<file path="src/rtl/lcd_dfa_pkg.sv">
// rtl/lcd_dfa_pkg.sv - shared widths and big-endian symbol select for the 32-to-8 unpacker
package lcd_dfa_pkg;

  localparam int SYMBOL_WIDTH = 8;
  localparam int IN_SYMBOLS   = 4;
  localparam int EMPTY_WIDTH  = $clog2(IN_SYMBOLS);
  localparam int DATA_WIDTH   = SYMBOL_WIDTH * IN_SYMBOLS;

  // Symbol 0 lives in the most significant lane of the word.
  function automatic logic [SYMBOL_WIDTH-1:0] sym_select(
    input logic [DATA_WIDTH-1:0]  word,
    input logic [EMPTY_WIDTH-1:0] idx
  );
    return word[(IN_SYMBOLS - 1 - int'(idx)) * SYMBOL_WIDTH +: SYMBOL_WIDTH];
  endfunction

endpackage

</file>
<file path="src/rtl/lcd_32_to_8_bits_dfa_unpacker_if.sv">
// rtl/lcd_32_to_8_bits_dfa_unpacker_if.sv - word-in / symbol-out stream bundle
interface lcd_32_to_8_bits_dfa_unpacker_if;
  import lcd_dfa_pkg::*;

  logic [DATA_WIDTH-1:0]   in_data;
  logic                    in_valid;
  logic                    in_ready;
  logic                    in_startofpacket;
  logic                    in_endofpacket;
  logic [EMPTY_WIDTH-1:0]  in_empty;

  logic [SYMBOL_WIDTH-1:0] out_data;
  logic                    out_valid;
  logic                    out_ready;
  logic                    out_startofpacket;
  logic                    out_endofpacket;

  modport master (
    output in_data, in_valid, in_startofpacket, in_endofpacket, in_empty, out_ready,
    input  in_ready, out_data, out_valid, out_startofpacket, out_endofpacket
  );

  modport slave (
    input  in_data, in_valid, in_startofpacket, in_endofpacket, in_empty, out_ready,
    output in_ready, out_data, out_valid, out_startofpacket, out_endofpacket
  );

endinterface

</file>
<file path="src/rtl/lcd_32_to_8_bits_dfa_state_ram.sv">
// rtl/lcd_32_to_8_bits_dfa_state_ram.sv - single-entry state RAM holding the unpacker byte index
module lcd_32_to_8_bits_dfa_state_ram #(
  parameter int DATA_WIDTH = 2,
  parameter int ADDR_WIDTH = 1
) (
  input  logic                  clk,
  input  logic                  reset_n,
  input  logic [ADDR_WIDTH-1:0] wr_address,
  input  logic [DATA_WIDTH-1:0] wr_data,
  input  logic                  wr_write,
  output logic                  wr_waitrequest,
  input  logic [ADDR_WIDTH-1:0] rd0_address,
  output logic [DATA_WIDTH-1:0] rd0_data
);

  logic [DATA_WIDTH-1:0] mem_q, mem_d;
  logic                  wait_q, wait_d;

  // Only location 0 exists; writes elsewhere are dropped, and writes are refused while busy.
  always_comb begin
    mem_d  = mem_q;
    wait_d = 1'b0;
    if (wr_write && !wait_q && (wr_address == '0)) begin
      mem_d = wr_data;
    end
  end

  // The RAM stays busy from reset until the first edge after release.
  always_ff @(posedge clk or negedge reset_n) begin
    if (!reset_n) begin
      mem_q  <= '0;
      wait_q <= 1'b1;
    end else begin
      mem_q  <= mem_d;
      wait_q <= wait_d;
    end
  end

  // Lookahead read: a write committed at the end of cycle k-1 is what rd0 shows in cycle k.
  always_comb begin
    rd0_data       = (rd0_address == '0) ? mem_q : '0;
    wr_waitrequest = wait_q;
  end

endmodule

</file>
<file path="src/rtl/lcd_32_to_8_bits_dfa_unpacker.sv">
// rtl/lcd_32_to_8_bits_dfa_unpacker.sv - splits 32-bit packet words into big-endian 8-bit symbols
module lcd_32_to_8_bits_dfa_unpacker #(
  parameter int SYMBOL_WIDTH = lcd_dfa_pkg::SYMBOL_WIDTH,
  parameter int IN_SYMBOLS   = lcd_dfa_pkg::IN_SYMBOLS
) (
  input  logic                          clk,
  input  logic                          reset_n,
  lcd_32_to_8_bits_dfa_unpacker_if.slave bus
);
  import lcd_dfa_pkg::*;

  localparam int EMPTY_WIDTH = $clog2(IN_SYMBOLS);
  localparam int DATA_WIDTH  = SYMBOL_WIDTH * IN_SYMBOLS;
  localparam logic [EMPTY_WIDTH-1:0] LAST_SYM = EMPTY_WIDTH'(IN_SYMBOLS - 1);

  logic [DATA_WIDTH-1:0]  word_q, word_d;
  logic                   sop_q, sop_d;
  logic                   eop_q, eop_d;
  logic [EMPTY_WIDTH-1:0] empty_q, empty_d;
  logic                   word_valid_q, word_valid_d;

  logic [EMPTY_WIDTH-1:0] idx;
  logic [EMPTY_WIDTH-1:0] idx_next;
  logic [EMPTY_WIDTH-1:0] last_idx;
  logic                   at_last;
  logic                   wr_waitrequest;
  logic                   in_xfer;
  logic                   out_xfer;

  // Byte index lives in the state RAM; location 0 is written on every emitted symbol.
  lcd_32_to_8_bits_dfa_state_ram #(
    .DATA_WIDTH (EMPTY_WIDTH),
    .ADDR_WIDTH (1)
  ) u_state_ram (
    .clk            (clk),
    .reset_n        (reset_n),
    .wr_address     (1'b0),
    .wr_data        (idx_next),
    .wr_write       (out_xfer),
    .wr_waitrequest (wr_waitrequest),
    .rd0_address    (1'b0),
    .rd0_data       (idx)
  );

  // Last symbol of the buffered word (empty only trims the final word) and the index step.
  always_comb begin
    last_idx = eop_q ? (LAST_SYM - empty_q) : LAST_SYM;
    at_last  = (idx == last_idx);
    idx_next = at_last ? '0 : idx + EMPTY_WIDTH'(1);
    out_xfer = word_valid_q && bus.out_ready;
    // Accept a new word when the buffer is free or is emitting its final symbol this cycle.
    bus.in_ready = (!word_valid_q || (bus.out_ready && at_last)) && !wr_waitrequest;
    in_xfer      = bus.in_valid && bus.in_ready;
  end

  // Word buffer: load on accept, retire after the last symbol leaves.
  always_comb begin
    word_d       = word_q;
    sop_d        = sop_q;
    eop_d        = eop_q;
    empty_d      = empty_q;
    word_valid_d = word_valid_q;
    if (in_xfer) begin
      word_d       = bus.in_data;
      sop_d        = bus.in_startofpacket;
      eop_d        = bus.in_endofpacket;
      empty_d      = bus.in_endofpacket ? bus.in_empty : '0;
      word_valid_d = 1'b1;
    end else if (out_xfer && at_last) begin
      word_valid_d = 1'b0;
    end
  end

  // Buffer registers; reset discards any partially emitted word.
  always_ff @(posedge clk or negedge reset_n) begin
    if (!reset_n) begin
      word_q       <= '0;
      sop_q        <= 1'b0;
      eop_q        <= 1'b0;
      empty_q      <= '0;
      word_valid_q <= 1'b0;
    end else begin
      word_q       <= word_d;
      sop_q        <= sop_d;
      eop_q        <= eop_d;
      empty_q      <= empty_d;
      word_valid_q <= word_valid_d;
    end
  end

  // Output symbol and framing come straight from the buffer and the current index.
  always_comb begin
    bus.out_valid         = word_valid_q;
    bus.out_data          = sym_select(word_q, idx);
    bus.out_startofpacket = sop_q && (idx == '0);
    bus.out_endofpacket   = eop_q && at_last;
  end

endmodule

</file>
<file path="src/flat_wrapper.sv">
// flat-port wrapper written by rule: the top's interface ports become plain ports
module lcd_32_to_8_bits_dfa_unpacker_flat import lcd_dfa_pkg::*;
#(
  parameter int SYMBOL_WIDTH = lcd_dfa_pkg::SYMBOL_WIDTH,
  parameter int IN_SYMBOLS   = lcd_dfa_pkg::IN_SYMBOLS
)
  (clk, reset_n, bus_in_data, bus_in_valid, bus_in_startofpacket, bus_in_endofpacket, bus_in_empty, bus_out_ready, bus_in_ready, bus_out_data, bus_out_valid, bus_out_startofpacket, bus_out_endofpacket);
  lcd_32_to_8_bits_dfa_unpacker_if bus_i ();
  input  logic clk;
  input  logic reset_n;
  input wire logic [$bits(bus_i.in_data)-1:0] bus_in_data;
  input wire logic [$bits(bus_i.in_valid)-1:0] bus_in_valid;
  input wire logic [$bits(bus_i.in_startofpacket)-1:0] bus_in_startofpacket;
  input wire logic [$bits(bus_i.in_endofpacket)-1:0] bus_in_endofpacket;
  input wire logic [$bits(bus_i.in_empty)-1:0] bus_in_empty;
  input wire logic [$bits(bus_i.out_ready)-1:0] bus_out_ready;
  output wire logic [$bits(bus_i.in_ready)-1:0] bus_in_ready;
  output wire logic [$bits(bus_i.out_data)-1:0] bus_out_data;
  output wire logic [$bits(bus_i.out_valid)-1:0] bus_out_valid;
  output wire logic [$bits(bus_i.out_startofpacket)-1:0] bus_out_startofpacket;
  output wire logic [$bits(bus_i.out_endofpacket)-1:0] bus_out_endofpacket;
  assign bus_i.in_data = bus_in_data;
  assign bus_i.in_valid = bus_in_valid;
  assign bus_i.in_startofpacket = bus_in_startofpacket;
  assign bus_i.in_endofpacket = bus_in_endofpacket;
  assign bus_i.in_empty = bus_in_empty;
  assign bus_i.out_ready = bus_out_ready;
  assign bus_in_ready = bus_i.in_ready;
  assign bus_out_data = bus_i.out_data;
  assign bus_out_valid = bus_i.out_valid;
  assign bus_out_startofpacket = bus_i.out_startofpacket;
  assign bus_out_endofpacket = bus_i.out_endofpacket;
  lcd_32_to_8_bits_dfa_unpacker #(.SYMBOL_WIDTH(SYMBOL_WIDTH), .IN_SYMBOLS(IN_SYMBOLS)) u_core (.clk(clk), .reset_n(reset_n), .bus(bus_i));
endmodule
</file>
<file path="config.mk">
export PLATFORM = sky130hd
export DESIGN_NAME = lcd_32_to_8_bits_dfa_unpacker_flat
export DESIGN_NICKNAME = d
export VERILOG_FILES = /design/src/rtl/lcd_dfa_pkg.sv /design/src/rtl/lcd_32_to_8_bits_dfa_unpacker_if.sv /design/src/rtl/lcd_32_to_8_bits_dfa_state_ram.sv /design/src/rtl/lcd_32_to_8_bits_dfa_unpacker.sv /design/src/flat_wrapper.sv
export SDC_FILE = /design/constraint.sdc
export NUM_CORES = 1
export LEC_CHECK = 0
export CELL_PAD_IN_SITES_DETAIL_PLACEMENT = 0
export CELL_PAD_IN_SITES_GLOBAL_PLACEMENT = 1
export CORE_UTILIZATION = 30
export DETAILED_ROUTE_END_ITERATION = 8
export GPL_ROUTABILITY_DRIVEN = 0
export GPL_TIMING_DRIVEN = 0
export PLACE_DENSITY = 0.71
export SETUP_SLACK_MARGIN = 0.3
export SLEW_MARGIN = 20
export SYNTH_ARGS = -nofsm -noshare
export SYNTH_HDL_FRONTEND = slang
export SYNTH_SLANG_ARGS = --single-unit
export TNS_END_PERCENT = 50
</file>
<file path="constraint.sdc">
create_clock -name clk -period 4.25 [get_ports clk]
set_input_delay 0.6375 -clock clk [delete_from_list [all_inputs] [get_ports clk]]
set_output_delay 0.6375 -clock clk [all_outputs]
set_load 0.02 [all_outputs]
</file>
==> run_1/floorplan.png <==
Bar = 20 um. Pins as bars on the die edge. Tap cells in grey.
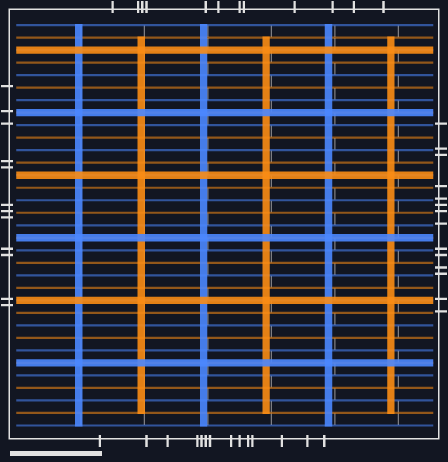
- VDD: orange
- VSS: blue
- rows: 32
- signal pins: 52
- tap cells: 102
- met4 straps: 6
- met1 rails: 33
core box area: 0.00789 mm2
die height: 93.0 um
Peak VDD IR: 0.000249 V

==> run_1/class_map.png <==
Bar = 20 um.
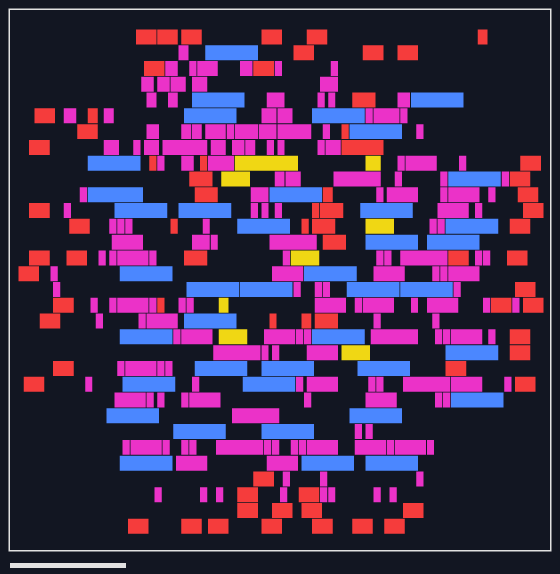
- clock drivers and dummy loads: yellow (cells 8; share of their area 3.6%)
- remaining buffers and delay cells: red (cells 71; share of their area 21%)
- registers: blue (cells 40; share of their area 32%)
- remaining logic cells: magenta (cells 187; share of their area 43%)
row count: 32
final core utilization: 0.412
fraction of area in registers: 0.308
design area: 0.00325 mm2

==> run_1/clock_wires.png <==
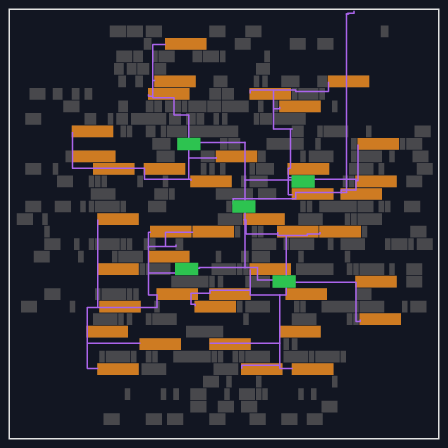
- flip-flops: orange (count 40)
- clock wires: purple (length 553 um)
- clock-net drivers: green (count 5)
- routed clock nets: 6

==> impl_metrics.ini, run 1 <==
; yosys + openroad results
[routing]
top_layer = met4
drc = 0
totalWireLength_mm = 6.03
routedWlPerCell_um = 14.8
wirelength_met1_mm = 2.91
drt_iter0_markers = 111
routed_via_density = 4.85
firstDrtPassIters = 4

[layout]
num_antenna_cells = 0
reg_top3 = u_core.word_q: 32 flops, u_core.empty_q: 2 flops, u_core.u_state_ram.mem_q: 2 flops
biggestCellCategory = multi-input combinational cells
seq_cells = 40
num-clock-buffers = 5
clk_share = 0.0343
buffers = 71
drive_gt1_frac = 0.206
fillerInstances = 788
layout.nonclk_buf_frac = 0.203
regArea_mm2 = 0.00100
top_register = u_core.word_q
area.combinational_mm2 = 0.00120
syn_to_final_growth_pct = 30.7
lay_top_cells = nand2_1, clkdlybuf4s50_1, inv_1, dfrtp_1, o221ai_2
largest_register_ffs = 32

[cts]
clock-sinks = 40
cts_tree = done
h-tree-depth = 2
holdBufCountCts = 0

[critical_path]
cp_num_buf_inv = 2
setup.worst_path.end = bus_in_ready
worst_r2r_endpoint = u_core.word_q[20]$_DFFE_PN0P_
arrival_ns = 2.34
start_kind = flip-flop
critPathLaunch = u_core.u_state_ram.mem_q[1]$_DFFE_PN0P_
crit_path_end_kind = output pin
path_class = reg -> out
worstPathMaxFanout = 7

[power]
p_leak_nw = 1.50
pg_seq_mw = 0.663
intPower_mw = 1.23
p_clk_frac = 0.149
switching_share = 0.419
power_mw = 2.11
pwr.group.clock_mw = 0.314
seqPwrFrac = 0.314

[synth]
ys.flop_type = dfrtp_1
ys_seq_share = 0.403
synth_top_cell_by_count = nand2_1
synthDistinctLibCells = 37
synth.top_cell.area_share = 0.393
syn_area_per_cell_um2 = 10.1
async_flop_share = 1.00
fa_ha_area_frac = 0.00503
xor_share = 0.00654
synth_stat.cells = 246
top_logic_kind = AND-OR/OR-AND gates

[sta]
hold_violations = 0
finalClockPeriodUsage = 0.701
fin_ws_ns = 1.27
fin_skew_ns = 0.00742
period_needed_ns = 2.98
holdWs_ns = 0.228
grt_setup_unrepaired = false
relSlewSlack = 0.593
max_freq_mhz = 336
setup_viol = 0
slew_violations = 0
tightest_slew_ns = 0.606

[job]
warnings = 26

[placement]
hpwl_mm = 4.37
place_ws_ns = 1.43
placed_cells = 400

[outcome]
outcome = completed

[die]
pin_count = 52
taps = 102

[global_route]
grt_max_degree = 29
overflow = 0
grt_use_met3 = 0.0260
==> run_1/layers.png <==
Bar = 20 um. Two of the layers only.
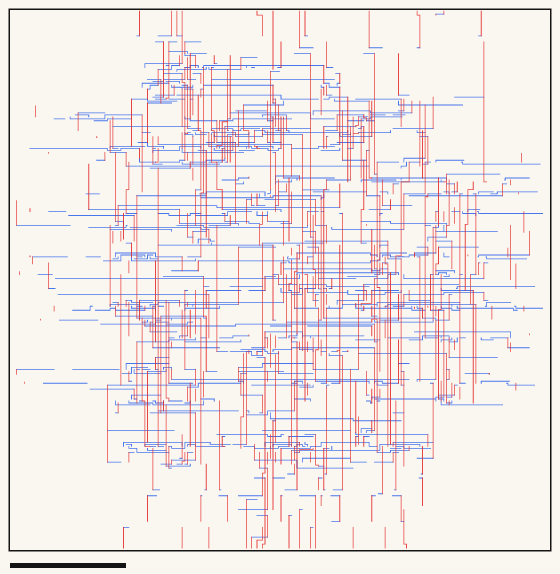

==> run 2, diff against run 1 <==
==> constraint.sdc (replaced) <==
create_clock -name clk -period 2.8 [get_ports clk]
set_input_delay 0.42 -clock clk [delete_from_list [all_inputs] [get_ports clk]]
set_output_delay 0.42 -clock clk [all_outputs]
set_load 0.02 [all_outputs]
==> run_2/layers.png <==
Bar = 20 um. Two of the layers only.
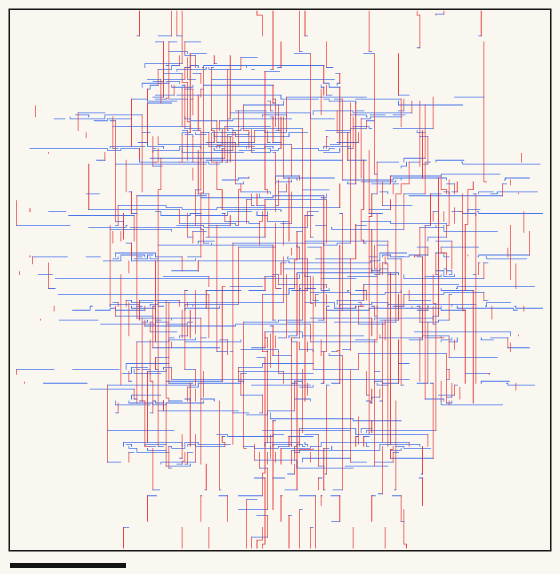
- M2: red (wire length 2,830 um)
- M1: blue (wire length 2,860 um)

==> run 2 against run 1 <==
Design area is 0.62% higher. Count of clock-buffer cells in the layout stayed put. Register-to-register slack worse by 1.4 ns. Critical path type unchanged.
==> impl_metrics.ini, run 2 <==
; yosys + openroad results
[outcome]
outcome = completed

[global_route]
grt_max_degree = 29
grt_use_met3 = 0.0260
use_met1 = 0.211
overflow = 0

[layout]
largest_register_ffs = 32
reg_top3 = u_core.word_q: 32 flops, u_core.empty_q: 2 flops, u_core.u_state_ram.mem_q: 2 flops
buffers = 71
biggestCellCategory = multi-input combinational cells
seq_share = 0.306
clk_share = 0.0340
fin_util = 0.415
regArea_mm2 = 0.00100
area.combinational_mm2 = 0.00120
syn_to_final_growth_pct = 31.6
num-clock-buffers = 5
drive_gt1_frac = 0.212
fillerInstances = 786

[critical_path]
crit_path_end_kind = output pin
path_class = reg -> out
cp_slowest_cell = dfrtp_1
setup.worst_path.end = bus_out_endofpacket
cp_num_buf_inv = 3
arrival_ns = 2.06
worst_r2r_endpoint = u_core.word_q[20]$_DFFE_PN0P_
critPathLaunch = u_core.u_state_ram.mem_q[1]$_DFFE_PN0P_
start_kind = flip-flop

[die]
taps = 102
pin_count = 52
coreArea_mm2 = 0.00789
row_count = 32
die_h_um = 93.0

[placement]
place_ws_ns = 0.390
hpwl_mm = 4.37
placed_cells = 400
dpl_cell_area_mm2 = 0.00314

[synth]
fa_ha_area_frac = 0.00503
top_area_cell = dfrtp_1
async_flop_share = 1.00
ys_seq_share = 0.403
ys.flop_type = dfrtp_1
synth.top_cell.area_share = 0.393
synth_stat.cells = 246
syn_area_per_cell_um2 = 10.1
synth_top_cell_by_count = nand2_1

[power]
switching_share = 0.418
p_clk_frac = 0.148
seqPwrFrac = 0.314
p_leak_nw = 1.53
pg_seq_mw = 1.01
pwr.group.clock_mw = 0.476
power_mw = 3.21
peakVddDrop_v = 0.000378

[routing]
routedWlPerCell_um = 14.7
routed_via_density = 4.77
drt_iter0_markers = 101
top_layer = met4
wirelength_met1_mm = 2.86
firstDrtPassIters = 6
totalWireLength_mm = 6.00
drc = 0

[sta]
fin_skew_ns = 0.00792
hold_violations = 0
holdWs_ns = 0.0113
max_freq_mhz = 403
finalClockPeriodUsage = 0.887
grt_setup_unrepaired = true
slew_violations = 0
relSlewSlack = 0.583
period_needed_ns = 2.48
setup_viol = 0
fin_ws_ns = 0.317

[cts]
cts_tree = done
holdBufCountCts = 0
clock-sinks = 40
h-tree-depth = 2

[job]
warnings = 28
==> run_2/placed.png <==
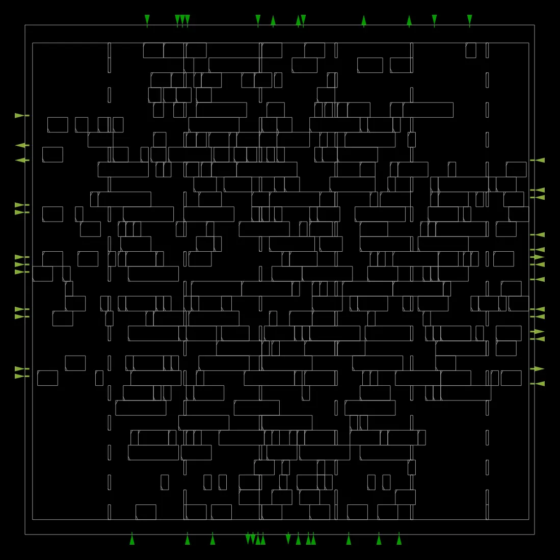

==> run 3, diff against run 2 <==
--- a/config.mk
+++ b/config.mk
@@ -12,6 +12,7 @@
 export GPL_ROUTABILITY_DRIVEN = 0
 export GPL_TIMING_DRIVEN = 0
 export PLACE_DENSITY = 0.71
+export RECOVER_POWER = 25
 export SETUP_SLACK_MARGIN = 0.3
 export SLEW_MARGIN = 20
 export SYNTH_ARGS = -nofsm -noshare
==> run_3/placed.png <==
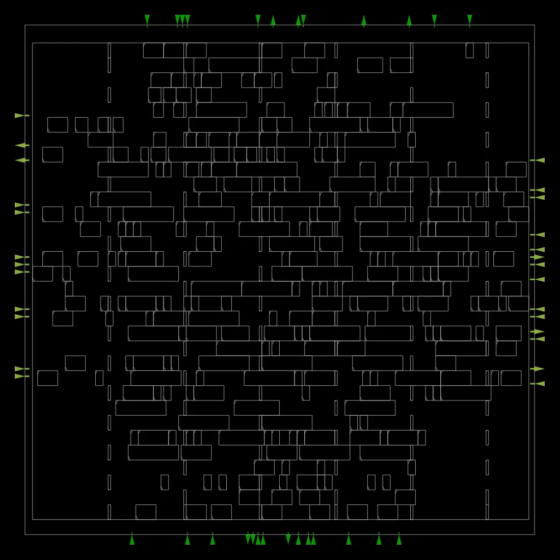
Final Non-Filler Cells: 408
Fill cells: 788
fraction of area in registers: 0.308

==> run 3 against run 2 <==
The run now ends with max-capacitance violations, max-slew violations left. Clock power barely moved. Core utilization down 0.22 points. Worst hold slack improved by 0.13 ns. Flip-flop count did not move. Total power about the same. Synthesized cell count stayed put. Critical path depth stayed put. Register-to-register slack about the same. Design area down 0.54%. Non-clock buffer count is the same. Fmax hardly changed. Largest cell class unchanged. Highest routed layer unchanged.
==> impl_metrics.ini, run 3 <==
; yosys + openroad results
[outcome]
outcome = complete, but fails checks
failed_checks = max-capacitance violations, max-slew violations

[synth]
syn_area_per_cell_um2 = 10.1
top_area_cell = dfrtp_1
async_flop_share = 1.00
synth.top_cell.area_share = 0.393
synth_top_cell_by_count = nand2_1

[layout]
area.combinational_mm2 = 0.00120
reg_top3 = u_core.word_q: 32 flops, u_core.empty_q: 2 flops, u_core.u_state_ram.mem_q: 2 flops
syn_to_final_growth_pct = 30.9
biggestCellCategory = multi-input combinational cells
fin_util = 0.412
layout.nonclk_buf_frac = 0.204
num_antenna_cells = 0

[job]
timing.max_cap.violations = 1

[sta]
grt_setup_unrepaired = true
fin_skew_ns = 0.00795
period_needed_ns = 2.48
tightest_slew_ns = 1.60
holdWs_ns = 0.145
max_freq_mhz = 403
slew_violations = 29

[placement]
hpwl_mm = 4.37
placed_cells = 400
place_ws_ns = 0.390

[die]
pin_count = 52
coreArea_mm2 = 0.00789
taps = 102

[critical_path]
start_kind = flip-flop
path_class = reg -> out
cp_num_buf_inv = 3
critPathLaunch = u_core.u_state_ram.mem_q[1]$_DFFE_PN0P_
cp_slowest_cell = dfrtp_1
arrival_ns = 2.06
worstPathMaxFanout = 9

[power]
pg_seq_mw = 1.01
power_mw = 3.21
switching_share = 0.418
p_clk_frac = 0.149
p_leak_nw = 1.52
intPower_mw = 1.87

[routing]
routedWlPerCell_um = 14.7
wirelength_met1_mm = 2.92
routed_via_density = 4.77
Power and IR drop assume default switching activity.
